### Wiring by layer

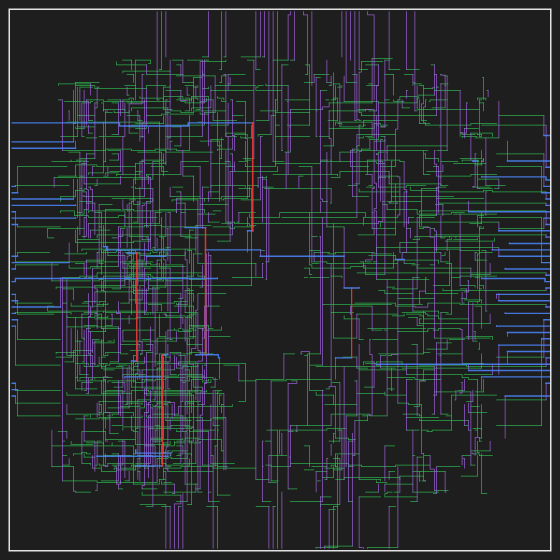
### Met1 routing

Supply wires on this layer in grey.
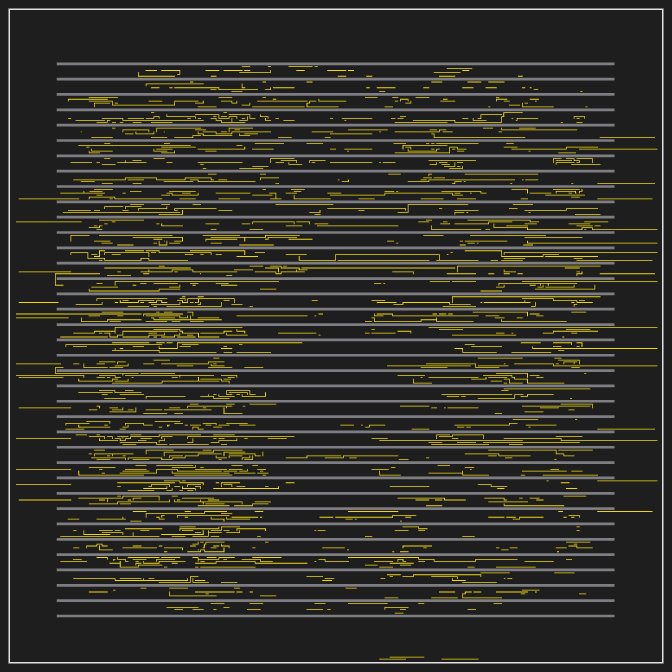
### Routed metal per tile

23 x 23 tiles, from black (low) to pale yellow (high), scaled to the fullest tile. Values are wire area over tile area, all layers added.
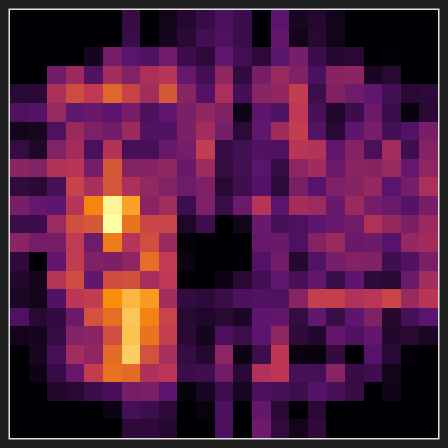
Design cordic_fixedpoint_result_reader_flat, sky130hd; sources not shown.
==> impl_metrics.py <==
# Metrics from the implementation run
metrics = {
    "outcome": {
        "outcome": "finished, violations left",
        "violations": "negative setup slack",
    },
    "worst_setup_path": {
        "slowest_stage": "fa_2",
        "cp_data_required_time_ps": 2070,
        "reg2reg_slack_ps": 130,
        "ff2ff_path_depth": 9,
        "start_kind": "register",
        "crit_path_max_fanout": 4,
        "path_class": "reg -> out",
        "cp_cell_sequence": "nor2_4 -> inv_2 -> nand2_4 -> inv_8 -> ha_4 -> inv_2 -> ha_4 -> inv_2 -> fa_2 -> nor3b_4 -> buf_2",
        "cp.arrival_ps": 2330,
        "slowest_delay_ps": 520,
        "endpoint_kind": "output pin",
    },
    "global_routing": {
        "grt_pass1_wl_mm": 16.8,
        "grt_start_max_net_pins": 26,
        "grt_overflow_total": 0,
        "grt_use_met2": 0.278,
        "antenna_found_initial": 0,
        "grt_pass1_vias": 3460,
        "top_usage_layer": "met2",
        "grtUsageMet3": 0.0318,
    },
    "synth": {
        "ys.flops": 101,
        "synthTopCellsByArea": "edfxtp_1, dfxtp_1, mux2i_1, xnor2_1, nor2_1",
        "synthesis.nets": 458,
        "common_cells": "edfxtp_1, nor2_1, dfxtp_1",
        "top_area_frac": 0.412,
        "top_area_cell": "edfxtp_1",
        "xor_share": 0.0920,
        "synth.avg_cell_area_um2": 11.7,
        "postSynthCellCount": 399,
        "ys_cells": 399,
        "ys_sh_simple": 0.184,
        "most_common_cell": "edfxtp_1",
        "synth_seq_share": 0.571,
        "synth.distinct_cells": 43,
        "ys_sh_adder": 0.0204,
        "ys_area_mm2": 0.00466,
        "mux_share": 0.0730,
        "yosysWarnings": 0,
        "edf_count": 64,
        "synth-main-ff-cell": "edfxtp_1",
        "async_reset_ff_frac": 0,
    },
    "power_and_ir_drop": {
        "intPower_mw": 3.70,
        "power_leader": "registers",
        "pwr-share-seq": 0.407,
        "p_leak_nw": 2.23,
        "clkPwrFrac": 0.240,
        "peakVddDrop_mv": 0.439,
        "comb_power_share": 0.354,
        "p_clk_mw": 1.28,
    },
    "layout": {
        "flop-count": 101,
        "mi_logic_area_mm2": 0.00209,
        "final_cell_area_mm2": 0.00643,
        "biggestCellCategory": "flip-flops and latches",
        "sh_seq_area": 0.416,
        "layout.cells.most_common_list": "clkdlybuf4s50_1, edfxtp_1, nor2_1",
        "n_clock_buffer": 9,
        "inv_count": 10,
        "register_area_mm2": 0.00267,
        "comb_share": 0.325,
        "syn2layout_area_growth_pct": 37.9,
        "nFillCells": 741,
        "diodes": 0,
        "final_util": 0.664,
    },
    "routing": {
        "ant_nets": 0,
        "dr.first_iter.drc_count": 161,
        "avgViaCountPerCell": 5.10,
        "route.detailed.drc": 0,
        "firstDrtPassIters": 5,
    },
    "clock_network": {
        "clock_sinks": 101,
        "numCtsBuffers": 9,
        "holdBufCountCts": 0,
        "cts_tree": "built",
        "postCtsResizedCells": 54,
        "clk-insertion-delay-late_ps": 350,
        "cts-root-buf": "clkbuf_8",
        "clk_pin_slew_worst_paths_ps": 110,
        "postCtsSetupRepairBufs": 10,
        "clock_path_buffers": 2,
    },
    "final_timing": {
        "fmaxAchievable_ghz": 0.391,
        "relSlewSlack": 0.729,
        "layout_setup_ws_ps": -257,
        "setup_viol": 1,
        "slew_violations": 0,
        "rsz0062_at_grt": "true",
        "min_period_over_period": 1.11,
    },
    "floorplan": {
        "rows": 36,
        "die_x_um": 116,
        "die_height_um": 116,
        "nWellTaps": 133,
        "coreArea_mm2": 0.00968,
    },
    "placement": {
        "gp_congestion": 0.850,
        "placed_cells": 636,
        "io_buffers": 102,
        "placed_area_mm2": 0.00598,
        "pre_cts_ws_ps": -1120,
    },
    "job": {
        "warnings": 30,
    },
}
Notes on 'Wiring by layer' above:
Key: blue = met3 [wire length 583 um]; red = met4 [wire length 112 um]; purple = met2 [wire length 5290 um]; green = met1 [wire length 4640 um]
routed len/inst: 16.1 um
GRT Total Usage: 0.157

Notes on 'Met1 routing' above:
533 nets have wire on it. The layer holds 44% of the routed length.
Vias: 3368
final wirelength: 10.6 mm
M1 GR Usage: 0.188

Notes on 'Routed metal per tile' above:
10% of the tiles are over half the peak. The emptiest ninth of the die: south-east. The mean over all tiles is 0.13. The fullest tile reaches 0.52. 17% of the tiles are nearly empty.

[per-layer routing]
metal  vias to the layer above  share of wire
li1                       1646              -
met1                      1619           0.44
met2                        92           0.50
met3                        11          0.055
met4                         0          0.011
met5                         -              0
[stage by stage]
step | power [mW] | hold WS [ps]
after CTS | 5.40 | 436
after global placement | 3.98 | 490
after detailed placement | 4.05 | 520
final | 5.35 | 453
after global routing | 5.63 | 421
after floorplan | 3.17 | 329
[worst max-delay path: cells and delay by family, from the launching register on]
family | cells | cell delay [ps]
adders and majority gates | 3 | 840
buffers and inverters | 5 | 350
DFF | 1 | 360
and+or+nand+nor | 3 | 420
[logic make-up after synthesis]
group / after synthesis
simple gates: 162
flops: 101
xor+xnor: 49
mux: 34
buf+inv: 24
compound gates: 22
fa+ha+maj: 7
No activity file was given, so power comes from the tool's default toggle rates.
